run_1/layer_met4.png
Cells faint in the background.
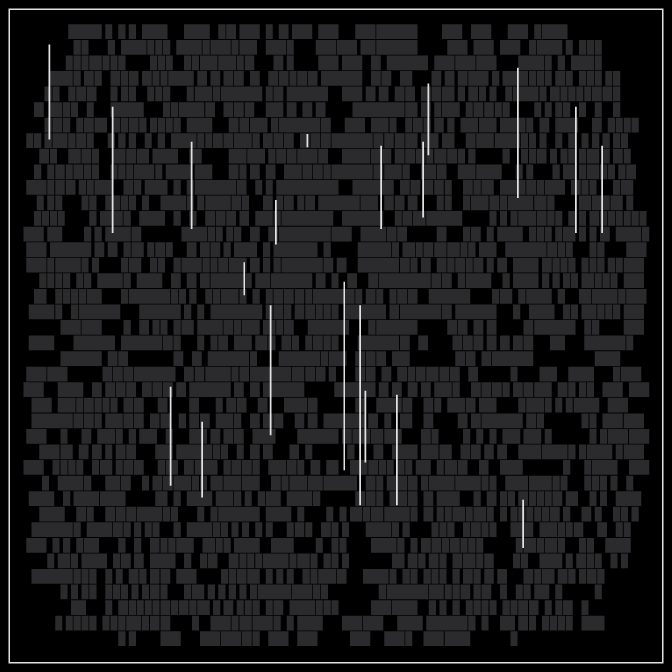
run_1/layer_met3.png
Scale bar: 20 um.
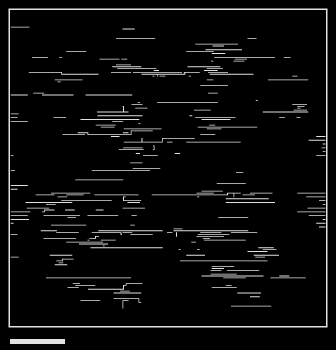
run_1/layer_met2.png
Scale bar: 20 um. Cells faint in the background.
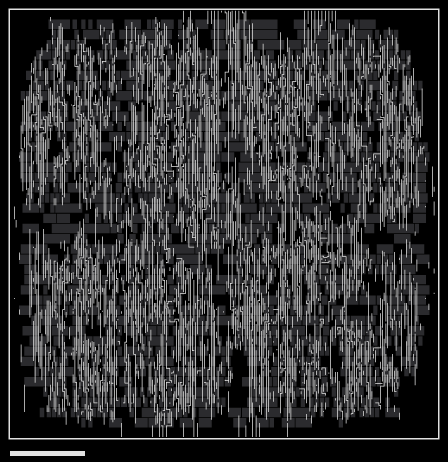
**src/rtl/rgbw_pkg.sv**
```systemverilog
// Shared RGBW lamp-controller constants: channel count, duty width and channel indices
// used by colorGen, rgbw_duty_fader and pwmGen.
package rgbw_pkg;
   localparam int N_CH   = 4;
   localparam int DUTY_W = 8;

   localparam int RED   = 0;
   localparam int GREEN = 1;
   localparam int BLUE  = 2;
   localparam int WHITE = 3;

   typedef logic [DUTY_W-1:0] duty_t;
endpackage

```
**src/rtl/rgbw_duty_fader_if.sv**
```systemverilog
// Target/duty bundle between colorGen (master side) and rgbw_duty_fader (slave side).
interface rgbw_duty_fader_if;
   logic             clk_half;
   logic             fade_en;
   rgbw_pkg::duty_t  target0;
   rgbw_pkg::duty_t  target1;
   rgbw_pkg::duty_t  target2;
   rgbw_pkg::duty_t  target3;
   rgbw_pkg::duty_t  duty0;
   rgbw_pkg::duty_t  duty1;
   rgbw_pkg::duty_t  duty2;
   rgbw_pkg::duty_t  duty3;
   logic             settled;

   modport master (
      output clk_half, fade_en, target0, target1, target2, target3,
      input  duty0, duty1, duty2, duty3, settled
   );

   modport slave (
      input  clk_half, fade_en, target0, target1, target2, target3,
      output duty0, duty1, duty2, duty3, settled
   );
endinterface

```
**src/rtl/rgbw_gamma_lut.sv**
```systemverilog
// Gamma curve y = (x*x + 255) >> 8, square built from shift-add partial products.
module rgbw_gamma_lut
   import rgbw_pkg::*;
(
   input  duty_t x,
   output duty_t y
);
   localparam int SQ_W = 2 * DUTY_W;

   logic [SQ_W-1:0] sq;
   logic [SQ_W-1:0] rounded;

   always_comb begin
      sq = '0;
      for (int i = 0; i < DUTY_W; i++) begin
         if (x[i]) sq = sq + ({{DUTY_W{1'b0}}, x} << i);
      end
   end

   // 255*255 + 255 = 65280 still fits in 16 bits, so no carry is lost
   assign rounded = sq + SQ_W'(255);
   assign y       = rounded[SQ_W-1:DUTY_W];
endmodule

```
**src/rtl/rgbw_duty_fader.sv**
```systemverilog
// Per-channel duty slew limiter between colorGen and pwmGen.
// Optional gamma output stage: RGBW_FADER_GAMMA_LUT_EN.
module rgbw_duty_fader
   import rgbw_pkg::*;
#(
   parameter int unsigned STEP_DIV  = 255,
   parameter int unsigned STEP_SIZE = 1
)(
   input  logic             clk,
   input  logic             reset,
   rgbw_duty_fader_if.slave bus
);
   localparam logic [DUTY_W-1:0] DIV_LAST = DUTY_W'(STEP_DIV - 1);
   localparam logic [DUTY_W:0]   STEP9    = (DUTY_W+1)'(STEP_SIZE);
   localparam logic [DUTY_W-1:0] STEP8    = DUTY_W'(STEP_SIZE);

   logic [DUTY_W-1:0] pcnt;
   logic [DUTY_W-1:0] pcnt_eff;
   logic              fade_q;
   logic              settled_r;
   logic              step_tick;
   logic [N_CH-1:0]   ch_eq;

   duty_t tgt    [N_CH];
   duty_t duty_q [N_CH];

   assign tgt[RED]   = bus.target0;
   assign tgt[GREEN] = bus.target1;
   assign tgt[BLUE]  = bus.target2;
   assign tgt[WHITE] = bus.target3;

   // A fresh entry into ramp mode counts from zero regardless of stale pcnt
   assign pcnt_eff  = fade_q ? pcnt : '0;
   assign step_tick = bus.fade_en && (pcnt_eff == DIV_LAST);

   always_ff @(posedge clk) begin
      if (reset) begin
         pcnt      <= '0;
         fade_q    <= 1'b0;
         settled_r <= 1'b0;
      end else if (bus.clk_half) begin
         fade_q    <= bus.fade_en;
         settled_r <= &ch_eq;
         if (!bus.fade_en)   pcnt <= '0;
         else if (step_tick) pcnt <= '0;
         else                pcnt <= pcnt_eff + 8'd1;
      end
   end

   for (genvar i = 0; i < N_CH; i++) begin : g_ch
      duty_t          d_r;
      duty_t          d_step;
      logic [DUTY_W:0] dist_up;
      logic [DUTY_W:0] dist_dn;

      always_comb begin
         dist_up = {1'b0, tgt[i]} - {1'b0, d_r};
         dist_dn = {1'b0, d_r} - {1'b0, tgt[i]};
         d_step  = d_r;
         // Clamp to the remaining distance so a step never overshoots or wraps
         if (d_r < tgt[i])      d_step = (dist_up > STEP9) ? d_r + STEP8 : tgt[i];
         else if (d_r > tgt[i]) d_step = (dist_dn > STEP9) ? d_r - STEP8 : tgt[i];
      end

      always_ff @(posedge clk) begin
         if (reset) begin
            d_r <= '0;
         end else if (bus.clk_half) begin
            if (!bus.fade_en)   d_r <= tgt[i];
            else if (step_tick) d_r <= d_step;
         end
      end

      assign ch_eq[i] = (d_r == tgt[i]);

`ifdef RGBW_FADER_GAMMA_LUT_EN
      duty_t g_val;
      duty_t duty_r;

      rgbw_gamma_lut u_gamma (
         .x (d_r),
         .y (g_val)
      );

      always_ff @(posedge clk) begin
         if (reset)             duty_r <= '0;
         else if (bus.clk_half) duty_r <= g_val;
      end

      assign duty_q[i] = duty_r;
`else
      assign duty_q[i] = d_r;
`endif
   end

   assign bus.duty0   = duty_q[RED];
   assign bus.duty1   = duty_q[GREEN];
   assign bus.duty2   = duty_q[BLUE];
   assign bus.duty3   = duty_q[WHITE];
   assign bus.settled = settled_r;
endmodule

```
**src/flat_wrapper.sv**
```systemverilog
// flat-port wrapper written by rule: the top's interface ports become plain ports
module rgbw_duty_fader_flat import rgbw_pkg::*;
#(
   parameter int unsigned STEP_DIV  = 255,
   parameter int unsigned STEP_SIZE = 1
)
  (clk, reset, bus_clk_half, bus_fade_en, bus_target0, bus_target1, bus_target2, bus_target3, bus_duty0, bus_duty1, bus_duty2, bus_duty3, bus_settled);
  rgbw_duty_fader_if bus_i ();
  input  logic clk;
  input  logic reset;
  input wire logic [$bits(bus_i.clk_half)-1:0] bus_clk_half;
  input wire logic [$bits(bus_i.fade_en)-1:0] bus_fade_en;
  input wire logic [$bits(bus_i.target0)-1:0] bus_target0;
  input wire logic [$bits(bus_i.target1)-1:0] bus_target1;
  input wire logic [$bits(bus_i.target2)-1:0] bus_target2;
  input wire logic [$bits(bus_i.target3)-1:0] bus_target3;
  output wire logic [$bits(bus_i.duty0)-1:0] bus_duty0;
  output wire logic [$bits(bus_i.duty1)-1:0] bus_duty1;
  output wire logic [$bits(bus_i.duty2)-1:0] bus_duty2;
  output wire logic [$bits(bus_i.duty3)-1:0] bus_duty3;
  output wire logic [$bits(bus_i.settled)-1:0] bus_settled;
  assign bus_i.clk_half = bus_clk_half;
  assign bus_i.fade_en = bus_fade_en;
  assign bus_i.target0 = bus_target0;
  assign bus_i.target1 = bus_target1;
  assign bus_i.target2 = bus_target2;
  assign bus_i.target3 = bus_target3;
  assign bus_duty0 = bus_i.duty0;
  assign bus_duty1 = bus_i.duty1;
  assign bus_duty2 = bus_i.duty2;
  assign bus_duty3 = bus_i.duty3;
  assign bus_settled = bus_i.settled;
  rgbw_duty_fader #(.STEP_DIV(STEP_DIV), .STEP_SIZE(STEP_SIZE)) u_core (.clk(clk), .reset(reset), .bus(bus_i));
endmodule
```
**config.mk**
```make
export PLATFORM = sky130hd
export DESIGN_NAME = rgbw_duty_fader_flat
export DESIGN_NICKNAME = d
export VERILOG_FILES = /design/src/rtl/rgbw_pkg.sv /design/src/rtl/rgbw_duty_fader_if.sv /design/src/rtl/rgbw_gamma_lut.sv /design/src/rtl/rgbw_duty_fader.sv /design/src/flat_wrapper.sv
export SDC_FILE = /design/constraint.sdc
export NUM_CORES = 1
export LEC_CHECK = 0
export ABC_AREA = 1
export CORE_MARGIN = 2
export CORE_UTILIZATION = 65
export DETAILED_ROUTE_END_ITERATION = 6
export PLACE_DENSITY = 0.88
export SETUP_SLACK_MARGIN = 0.5
export SLEW_MARGIN = 15
export SYNTH_ARGS = -nofsm -noshare
export SYNTH_HDL_FRONTEND = slang
export SYNTH_HIERARCHICAL = 1
export SYNTH_SLANG_ARGS = --single-unit
export TNS_END_PERCENT = 30
```
**constraint.sdc**
```tcl
create_clock -name clk -period 8.21 [get_ports clk]
set_clock_uncertainty 0.2 [all_clocks]
set_input_delay 2.463 -clock clk [delete_from_list [all_inputs] [get_ports clk]]
set_output_delay 2.463 -clock clk [all_outputs]
set_load 0.05 [all_outputs]
```
==> impl_metrics.json, run 1 <==
{
  "syn_area_per_cell_um2": 5.86,
  "num_antenna_cells": 0,
  "crit_path_end_kind": "register",
  "cp_max_fo": 38,
  "postPlaceCellArea_um2": 8570,
  "first_pass_iters": 6,
  "postCtsSetupBuffers": 0,
  "io_buffer_count": 68,
  "ys_async_sr_fraction": 0,
  "grt_pass1_wl_um": 36400,
  "drt_iter0_drc": 991,
  "rsz0062_at_grt": "false",
  "power.density_nw_per_um2": 120,
  "synth.comb.largest_family": "simple AND/OR/NAND/NOR gates",
  "grt_overflow_total": 0,
  "synth_flops": 42,
  "tns_ns": 0,
  "area_growth_pct": 11.2,
  "seq_power_share": 0.232,
  "whs_ns": 0.274,
  "fin_cells": 1537,
  "layout.cells.most_common": "nand2_1",
  "clock-sinks": 42,
  "clk_path_buf_depth": 2,
  "drv_cap": 0,
  "pwr-share-clk": 0.219,
  "tap_cells": 147,
  "fill_cells": 1049,
  "worstMarginPinSlew_ns": 1.09,
  "inv_count": 222,
  "largestClassByArea": "multi-input combinational cells",
  "clk_pin_slew_ns": 0.06,
  "placement_rows": 40,
  "dp_hpwl_um": 16500,
  "fmax_mhz": 178,
  "cp.required_ns": 8.17,
  "power.total_mw": 1.05,
  "grt_pass1_vias": 8074,
  "buffer_area_frac": 0.0788,
  "ys_sh_mux": 0,
  "placed_cells": 1530,
  "hold_violations": 0,
  "synthXorXnorAreaFrac": 0.0524,
  "root_buffer": "clkbuf_16",
  "peakVddDrop_mv": 0.105,
  "edf_count": 0,
  "ant_nets": 0,
  "grt_usage": 0.331,
  "clock_buffers": 6,
  "p_leak_nw": 4.51,
  "most_common_cell": "nand2_1",
  "syn_area_um2": 7860,
  "fp_util": 0.660,
  "worstSetupPathType": "input port to register",
  "drcViolationCount": 0,
  "switching_share": 0.463,
  "comb_share": 0.688,
  "worstSetupStartpointType": "input port",
  "synth_cells": 1341,
  "slew_headroom": 0.268,
  "critPathArrivalTime_ns": 5.57,
  "setup_violations": 0,
  "seq_cells": 42,
  "regArea_um2": 841,
  "layout-drive-gt1-share": 0.0647,
  "top_usage_layer": "met2",
  "common_cells": "385 x nand2_1, 219 x nand3_1, 207 x inv_1",
  "final_cell_mix": "385 x nand2_1, 219 x nand3_1, 207 x inv_1",
  "yosysWarnings": 6,
  "numCtsBuffers": 5,
  "slew_viol_final": 0,
  "die-width_um": 114,
  "top_area_cell": "nand2_1",
  "hp-class": "register to register",
  "cts_resized": 0,
  "area_leaders": "nand2_1 18%, nand3_1 14%, ha_1 12%",
  "n_all_buffers": 69,
  "gp_congestion": 0.983,
  "finalNetCount": 1512,
  "synthAoiAreaFrac": 0.118,
  "period_used_share": 0.684,
  "die_area_um2": 13000,
  "ys_types": 44,
  "grt_start_max_net_pins": 39,
  "ys_sh_adder": 0.145,
  "synth-simple-area-share": 0.450,
  "yosys-stat-cells": 1341,
  "chipHeight_um": 114,
  "top_area_frac": 0.184,
  "h-tree-depth": 2,
  "tool_warnings": 67,
  "wl_per_cell_um": 14.0,
  "netSwitchingPower_uw": 484,
  "yosys_area_um2": 7860,
  "fin_area_um2": 8740,
  "internal_power_uw": 562,
  "cts_tree": "built",
  "core-area_um2": 11900,
  "post_drt_via_cell_ratio": 5.80,
  "comb_power_share": 0.549,
  "io_pins": 69,
  "grt_antenna_before_repair": 0,
  "synth_seq_share": 0.107,
  "mi_logic_area_um2": 6010,
  "use_met1": 0.453,
  "logic_gates": 1050,
  "status": "finished clean",
  "ctsHoldBuffers": 0,
  "period_minus_slack_ns": 5.62,
  "fp_nets": 1463,
  "clkLatencyLatePin_ns": 0.28,
  "synthFlopType": "dfxtp_1",
  "seq_area_frac": 0.0962,
  "clk_share": 0.0193
}
## Picture notes: layer_met4.png
- longest straight run: 34.7 um
- nets with wire on the layer: 18
- share of all routed wire: 1.5%
- main direction: vertical

## Picture notes: layer_met3.png
- nets with wire on the layer: 173
- wire length on this layer: 1,640 um
vias: 8,908
Detailed Route WL: 21,600 um
met3 Use GR: 0.0340

## Picture notes: layer_met2.png
- share of all routed wire: 47%
- wire length on this layer: 10,100 um
GR Layer Usage met2: 0.556

run 1: layer usage:
metal	share of wire	routed length [um]	up-vias
met5	0	0	-
met4	0.015	325	0
met3	0.076	1630	43
met2	0.47	10100	407
met1	0.44	9490	4031
li1	-	-	4427
run 1: critical path: stages:
cell and delay [ns]:
clkdlybuf4s50_1 0.45, buf_4 0.39, clkinv_1 0.99, o31ai_4 0.81, inv_2 0.16, o21ai_0 0.21, a21oi_1 0.08
run 1: cells by family after synthesis:
family          after synthesis
buf+inv                     249
xor+xnor                     47
fa+ha+maj                    86
compound gates              157
simple gates                760
flops                        42
run 1: sequential cells by signal (all words and copies together) (netlist names):
register,cells
u_core/bus.duty1,8
u_core/bus.settled,1
u_core/bus.duty3,8
u_core/pcnt,8
u_core/fade_q,1
u_core/bus.duty0,8
u_core/bus.duty2,8
run 1: power groups by stage:
stage               registers (mW)  logic [mW]  clock network (mW)
global placement             0.246       0.552                   0
CTS                          0.241       0.565               0.231
floorplan                    0.274       0.400                   0
global route                 0.245       0.639               0.240
detailed placement           0.246       0.561                   0
finish                       0.242       0.574               0.229
run 1: path summary, 6_finish.rpt:
check | startpoint | endpoint | slack (ns) | depth (start not counted)
worst max-delay path | bus_fade_en | u_core/bus.duty0[2] | 2.59 | 7
worst min-delay path | u_core/pcnt[1] | u_core/pcnt[1] | 0.27 | 2
worst max register to register | u_core/bus.duty0[0] | u_core/bus.duty0[2] | 5.04 | 15
worst min register to register | u_core/pcnt[1] | u_core/pcnt[1] | 0.27 | 2
run 1: through the flow:
stage | util | setup WS (ns)
finish | 0.734 | 2.59
global route | 0.734 | 2.50
CTS | 0.734 | 2.75
detailed placement | 0.719 | 2.51
global placement | 0.719 | 2.54
floorplan | - | 3.69
run_1/layer_met1.png
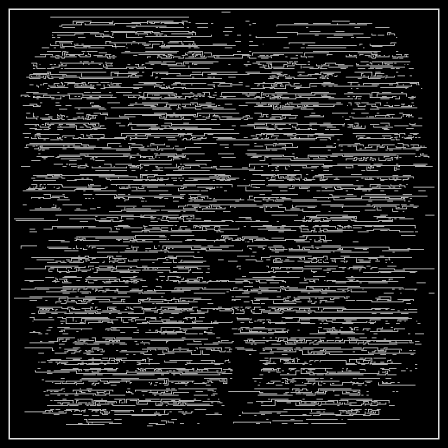

## Run 2: what changed since run 1
--- a/config.mk
+++ b/config.mk
@@ -7,9 +7,9 @@
 export LEC_CHECK = 0
 export ABC_AREA = 1
 export CORE_MARGIN = 2
-export CORE_UTILIZATION = 65
+export CORE_UTILIZATION = 55
 export DETAILED_ROUTE_END_ITERATION = 6
-export PLACE_DENSITY = 0.88
+export PLACE_DENSITY = 0.8
 export SETUP_SLACK_MARGIN = 0.5
 export SLEW_MARGIN = 15
 export SYNTH_ARGS = -nofsm -noshare
==> constraint.sdc (replaced) <==
create_clock -name clk -period 5.13 [get_ports clk]
set_clock_uncertainty 0.2 [all_clocks]
set_input_delay 1.539 -clock clk [delete_from_list [all_inputs] [get_ports clk]]
set_output_delay 1.539 -clock clk [all_outputs]
set_load 0.05 [all_outputs]
run_2/layer_met1.png
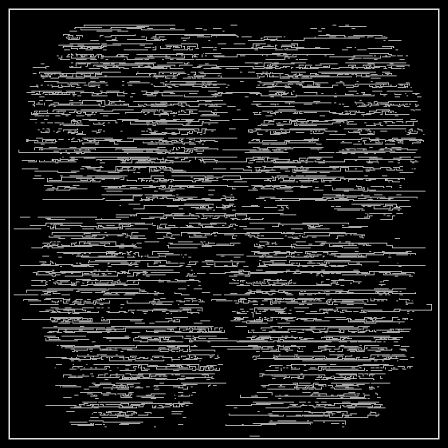
- share of all routed wire: 45%
- longest straight run: 29.4 um

run_2/congestion.png
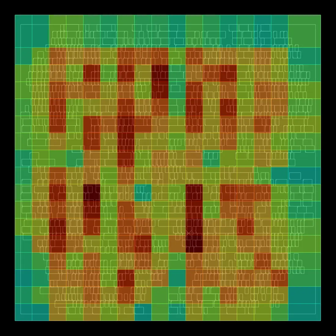
GRT busiest layer: met2
utilization after layout: 0.630
GR Util met1: 0.406

run_2/layer_met4.png
Cells faint in the background.
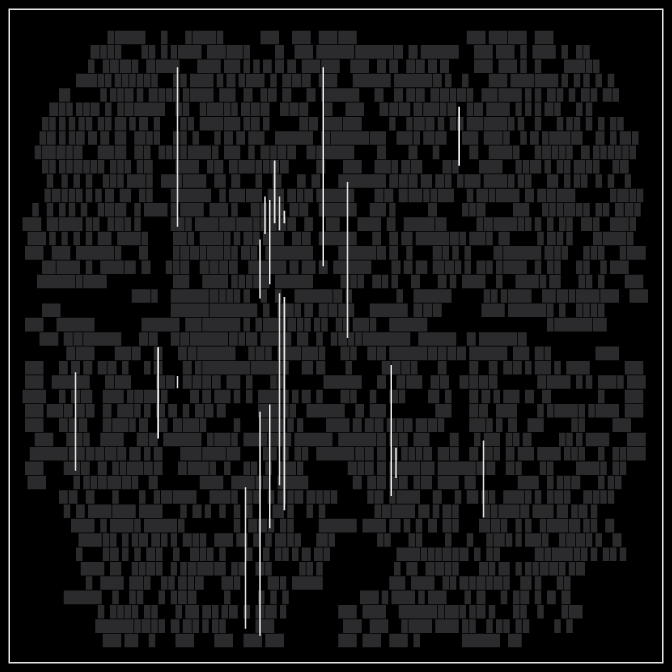
- main direction: vertical
- share of all routed wire: 1.8%

==> run 2 against run 1 <==
Against the previous run: the flow now finishes with violations (DRC); worst setup slack lost 1.8 ns; count of clock-buffer cells in the layout grew 1; worst hold slack lost 0.0047 ns; non-clock buffer count grew 2; clock power grew 42%; combinational power grew 61%; die size grew 18%; largest cell class unchanged; largest power group unchanged; first-iteration DRC count shrank 20%.
==> impl_metrics.json, run 2 <==
{
  "min_from": "u_core/pcnt[1]",
  "cts_tree": "built",
  "edf_count": 0,
  "clk_pin_slew_ns": 0.06,
  "clk_path_buf_depth": 2,
  "grt_usage": 0.293,
  "synthFlopType": "dfxtp_1",
  "slew_viol_final": 0,
  "die_area_um2": 15300,
  "ys_types": 44,
  "hold_violations": 0,
  "layout-drive-gt1-share": 0.0660,
  "clkLatencyLatePin_ns": 0.28,
  "post_drt_via_cell_ratio": 5.60,
  "worstSetupPathType": "input port to register",
  "ys_async_sr_fraction": 0,
  "ctsHoldBuffers": 0,
  "fp_util": 0.564,
  "grt_pass1_vias": 8078,
  "h-tree-depth": 2,
  "dp_hpwl_um": 17200,
  "mi_logic_area_um2": 6010,
  "critPathArrivalTime_ns": 4.26,
  "drv_cap": 0,
  "common_cells": "385 x nand2_1, 219 x nand3_1, 207 x inv_1",
  "final_cell_mix": "385 x nand2_1, 219 x nand3_1, 207 x inv_1",
  "failed_checks": "DRC",
  "setup_ws_ns": 0.841,
  "syn_area_um2": 7860,
  "fp_nets": 1463,
  "fin_area_um2": 8780,
  "yosys-stat-cells": 1341,
  "yosysWarnings": 6,
  "pre_cts_slack_ns": 0.608,
  "grt_overflow_total": 0,
  "cp_max_fo": 8,
  "synth_seq_share": 0.107,
  "placed_cells": 1565,
  "r2r_end": "u_core/bus.duty3[0]",
  "clock-sinks": 42,
  "ant_nets": 0,
  "first_pass_iters": 7,
  "status": "complete, but fails checks",
  "p_leak_nw": 4.51,
  "crit_path_end_kind": "register",
  "fill_cells": 1395,
  "grt_start_max_net_pins": 33,
  "gp_congestion": 0.958,
  "top_area_cell": "nand2_1",
  "area_growth_pct": 11.7,
  "hp-class": "register to register",
  "synth_flops": 42,
  "worstSetupStartpoint": "bus_target3[1]",
  "whs_ns": 0.270,
  "timing.rr.start": "u_core/bus.duty3[0]",
  "tns_ns": 0,
  "period_minus_slack_ns": 4.29,
  "grt_pass1_wl_um": 36800,
  "area_leaders": "nand2_1 18%, nand3_1 14%, ha_1 12%",
  "yosys_area_um2": 7860,
  "wl_per_cell_um": 14.1,
  "num_antenna_cells": 0,
  "slew_headroom": 0.425,
  "drt_wl_total_um": 22100,
  "io_buffer_count": 68,
  "syn_area_per_cell_um2": 5.86,
  "min_path_cells": 2,
  "finalNetCount": 1514,
  "hold-path-endpoint": "u_core/pcnt[1]",
  "most_common_cell": "nand2_1",
  "numCtsBuffers": 5,
  "via_count": 8813,
  "cp.required_ns": 5.10,
  "grt_antenna_before_repair": 0,
  "tool_warnings": 67,
  "drt_iter0_drc": 797,
  "regArea_um2": 841,
  "chipHeight_um": 124,
  "power.total_mw": 1.64,
  "top_area_frac": 0.184,
  "drcViolationCount": 1,
  "die-width_um": 124,
  "rsz0062_at_grt": "false",
  "postCtsSetupBuffers": 0,
  "period_used_share": 0.836,
  "power.density_nw_per_um2": 186,
  "synth_cells": 1341
}
## run 2: kinds of logic (layout without fill, tap and decap cells)
logic type | Yosys count | in the layout | share of synthesized area
AND-OR/OR-AND | 157 | 157 | 0.118
flip-flops | 42 | 42 | 0.107
buffers and inverters | 249 | 301 | 0.128
adder cells (fa/ha/maj) | 86 | 86 | 0.145
AND/OR/NAND/NOR | 760 | 760 | 0.450
XOR/XNOR | 47 | 47 | 0.0524
## run 2: cell type report
| cell class | instances | share of cell area |
|---|---|---|
| Multi-Input combinational cell | 1050 | 0.685 |
| Timing Repair Buffer | 71 | 0.0801 |
| Tap cell | 180 | 0.0257 |
| Clock buffer | 7 | 0.0163 |
| Clock inverter | 1 | 0.000998 |
| Inverter | 222 | 0.0961 |
| Sequential cell | 42 | 0.0958 |
## run 2: layer usage
layer / track usage / up-vias / wire, um
met5: 0 / - / 0
li1: - / 4430 / -
met1: 0.406 / 3959 / 10100
met3: 0.0281 / 47 / 1430
met2: 0.481 / 377 / 10200
met4: 0.0859 / 0 / 410
## run 2: critical path: stages
cell and delay, ns:
clkdlybuf4s50_1 0.64, inv_1 0.14, fa_1 0.46, inv_1 0.09
nand2_1 0.07, nand2_1 0.15, nand3_1 0.12, nand3_1 0.11
nand2_1 0.09, nor2_2 0.33, nand2_2 0.19, nand2_1 0.10
nand3_1 0.08, nand3_1 0.10, a21oi_1 0.06
## run 2: power breakdown
| part | leakage (nW) | internal [mW] | switching [mW] | total, mW |
|---|---|---|---|---|
| Combinational | 4.10 | 0.315 | 0.608 | 0.923 |
| Sequential | 0.345 | 0.345 | 0.0428 | 0.388 |
| Clock | 0.0745 | 0.196 | 0.130 | 0.326 |
run_2/layer_met3.png
Scale bar: 20 um.
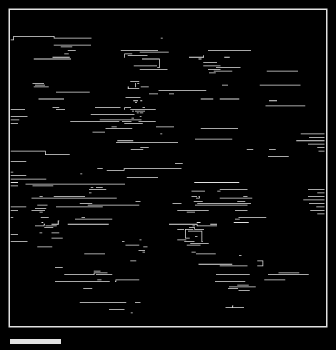

## Run 3: what changed since run 2
==> constraint.sdc (replaced) <==
create_clock -name clk -period 3.9 [get_ports clk]
set_clock_uncertainty 0.2 [all_clocks]
set_input_delay 1.17 -clock clk [delete_from_list [all_inputs] [get_ports clk]]
set_output_delay 1.17 -clock clk [all_outputs]
set_load 0.05 [all_outputs]
run_3/layer_met3.png
Scale bar: 20 um.
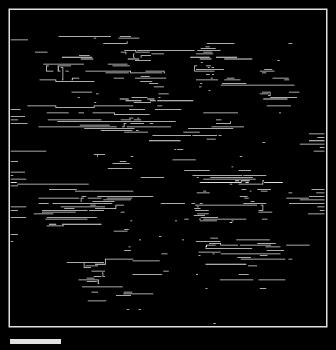
- wire length on this layer: 2,010 um
- share of all routed wire: 7.8%
- nets with wire on the layer: 214
- longest straight run: 46.0 um
met3 Use GR: 0.0318
Detailed Route WL: 25,700 um

run_3/layer_met4.png
Cells faint in the background.
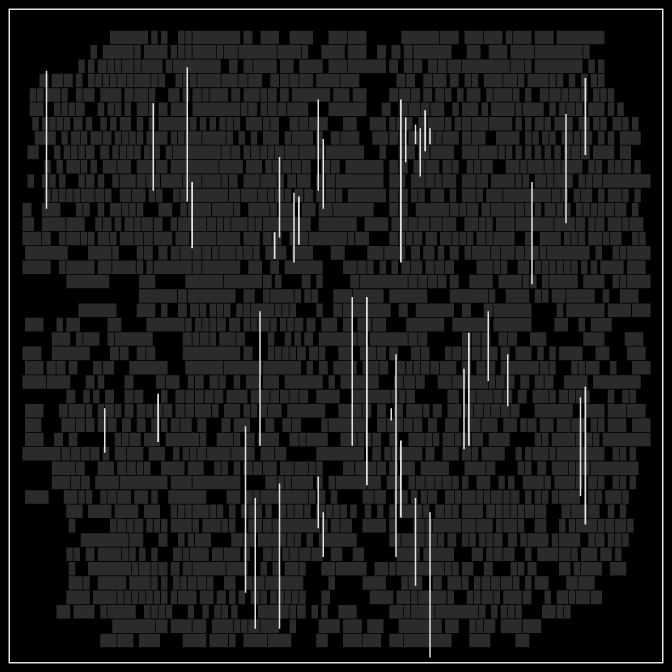
- wire length on this layer: 673 um
- nets with wire on the layer: 39
- share of all routed wire: 2.6%
vias: 9,675

==> run 3 against run 2 <==
Against the previous run: the flow now finishes without violations; register-to-register slack worse by 0.99 ns; global-route usage up 1.5 points; routed wire length up 16%; non-clock buffer count up 110; flip-flop count unchanged; sequential share of layout area down 1.5 points; cell count up 7.2%; sequential power up 34%; core utilization up 12 points; count of clock-buffer cells in the layout down 2; largest power group unchanged.
==> impl_metrics.json, run 3 <==
{
  "status": "finished clean",
  "synthXorXnorAreaFrac": 0.0524,
  "root_buffer": "clkbuf_16",
  "critical-path-top-delay-family": "buffers and inverters",
  "common_cells": "385 x nand2_1, 219 x nand3_1, 207 x inv_1",
  "first_pass_iters": 6,
  "most_common_cell": "nand2_1",
  "internal_power_mw": 1.39,
  "critPathArrivalTime_ns": 3.38,
  "synth_seq_share": 0.107,
  "fill_cells": 1087,
  "placement_rows": 43,
  "clk_pin_slew_ns": 0.06,
  "critPathMaxStageDelay_ns": 0.51,
  "finalNetCount": 1628,
  "post_drt_via_cell_ratio": 5.74,
  "period_minus_slack_ns": 3.36,
  "area_growth_pct": 32.9,
  "path_common_cell": "nand2_1",
  "yosys_area_um2": 7860,
  "worstSetupStartpointType": "input port",
  "fin_cells": 1687,
  "gp_congestion": 0.949,
  "top_area_frac": 0.184,
  "setup_ws_ns": 0.539,
  "clock-sinks": 42,
  "cp_cell_sequence": "clkdlybuf4s50_1 -> inv_1 -> ha_4 -> nand2_2 -> clkinv_1 -> nand3_2 -> nand2_1 -> nand2_1 -> nand2_1 -> nor2_4 -> buf_4 -> nand4_1 -> nand3_1 -> nand3_1 -> a21oi_1",
  "wirelength_met1_um": 10800,
  "edf_count": 0,
  "grt_usage": 0.308,
  "core-area_um2": 13900,
  "syn_area_per_cell_um2": 5.86,
  "critPathSlowestCell": "clkdlybuf4s50_1",
  "ys_sh_adder": 0.145,
  "tns_ns": 0,
  "clk_path_buf_depth": 2,
  "top_layer_used": "met4",
  "h-tree-depth": 2,
  "io_buffer_count": 68,
  "rsz0062_at_grt": "true",
  "synthFlopType": "dfxtp_1",
  "synth_cells": 1341,
  "die_area_um2": 15300,
  "grt_overflow_total": 0,
  "tool_warnings": 69,
  "pre_cts_slack_ns": -0.0700,
  "synth_flops": 42,
  "cp.required_ns": 3.92,
  "fp_util": 0.564,
  "wl_met3_um": 2010,
  "grt_pass1_wl_um": 38500,
  "layout-drive-gt1-share": 0.226,
  "ys_sh_mux": 0,
  "power.density_nw_per_um2": 247,
  "worstSetupPathType": "input port to register",
  "yosysWarnings": 6,
  "switching_share": 0.461,
  "area_leaders": "nand2_1 18%, nand3_1 14%, ha_1 12%",
  "ys_async_sr_fraction": 0,
  "cts_tree": "built",
  "drt_iter0_drc": 1248,
  "cp_max_fo": 5,
  "fin_area_um2": 10400,
  "setup_violations": 0,
  "slew_viol_final": 0,
  "hp-class": "register to register",
  "slew_headroom": 0.618,
  "seq_power_share": 0.201,
  "fp_nets": 1463,
  "synthAoiAreaFrac": 0.118,
  "whs_ns": 0.269,
  "peakVddDrop_mv": 0.189,
  "dp_hpwl_um": 17800,
  "timing.rr.start": "u_core/bus.duty0[0]",
  "numCtsBuffers": 5,
  "die-width_um": 124,
  "synth-simple-area-share": 0.450,
  "drv_cap": 0,
  "grt_start_max_net_pins": 33,
  "power.total_mw": 2.58,
  "ant_nets": 0,
  "comb_power_share": 0.608,
  "top_area_cell": "nand2_1",
  "grt_pass1_vias": 8252,
  "final_cell_mix": "352 x nand2_1, 210 x nand3_1, 188 x inv_1",
  "io_pins": 69,
  "postPlaceCellArea_um2": 9080,
  "ys_types": 44,
  "drcViolationCount": 0,
  "pwr-share-clk": 0.191,
  "p_leak_nw": 5.28,
  "layout.cells.most_common": "nand2_1",
  "grt_antenna_before_repair": 0,
  "chipHeight_um": 124,
  "hold_violations": 0,
  "num_antenna_cells": 0,
  "syn_area_um2": 7860,
  "period_used_share": 0.862,
  "netSwitchingPower_mw": 1.19,
  "worstSetupStartpoint": "bus_target2[4]",
  "crit_path_end_kind": "register",
  "clkLatencyLatePin_ns": 0.29,
  "rrSetupSlack_ns": 0.93,
  "worstMarginPinSlew_ns": 0.571,
  "yosys-stat-cells": 1341,
  "placed_cells": 1625,
  "synth.comb.largest_family": "simple AND/OR/NAND/NOR gates",
  "wl_met2_um": 12200,
  "fmax_mhz": 298,
  "critPathBufInv": 4,
  "min_from": "u_core/pcnt[0]"
}
run_3/congestion.png
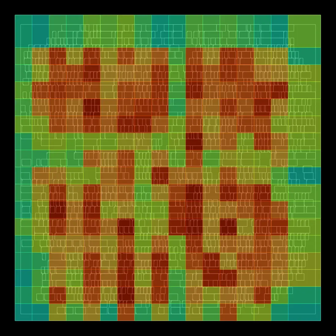
routed len/inst: 15.2 um
utilization after layout: 0.749
GR Layer Usage met2: 0.520
GR Util met1: 0.414

[run 3: cell counts after synthesis]
Identical to the previous run, type by type.
[run 3: final cells by class]
type | count | area, um2 | area share
Multi-Input combinational cell | 1054 | 6710 | 0.643
Timing Repair Buffer | 181 | 1640 | 0.157
Clock buffer | 5 | 125 | 0.0120
Inverter | 222 | 851 | 0.0815
Sequential cell | 42 | 841 | 0.0805
Clock inverter | 3 | 48.8 | 0.00467
Tap cell | 180 | 225 | 0.0216
[run 3: path summary, 6_finish.rpt]
check / depth (start not counted) / to
worst min register to register: 2 / u_core/pcnt[0]
worst max-delay path: 15 / u_core/bus.duty2[3]
worst min-delay path: 2 / u_core/pcnt[0]
worst max register to register: 13 / u_core/bus.duty0[1]
[run 3: repair_timing]
item                                    CTS  global route
resized                                  81           149
endpoints found under the setup margin   32            32
setup buffers                            16            34
hold buffers                              0             0
pin swaps                                26            75
cloned                                    3             1
[run 3: power groups by stage]
stage	registers (mW)	logic, mW	clock network [mW]
floorplan	0.577	0.841	0
global placement	0.517	1.24	0
detailed placement	0.517	1.26	0
CTS	0.511	1.36	0.494
global route	0.523	1.70	0.516
finish	0.518	1.57	0.492
[run 3: worst min-delay path, delay by kind of cell (launching register included)]
family | cells | cell delay (ns)
simple gates | 1 | 0.06
compound gates | 1 | 0.06
flops | 1 | 0.31
[run 3: metal layers]
| layer | GRT usage | vias to the layer above |
|---|---|---|
| met3 | 0.0318 | 85 |
| met4 | 0.0859 | 0 |
| li1 | - | 4657 |
| met1 | 0.414 | 4405 |
| met2 | 0.520 | 528 |
| met5 | 0 | - |
No activity file was given, so power comes from the tool's default toggle rates.
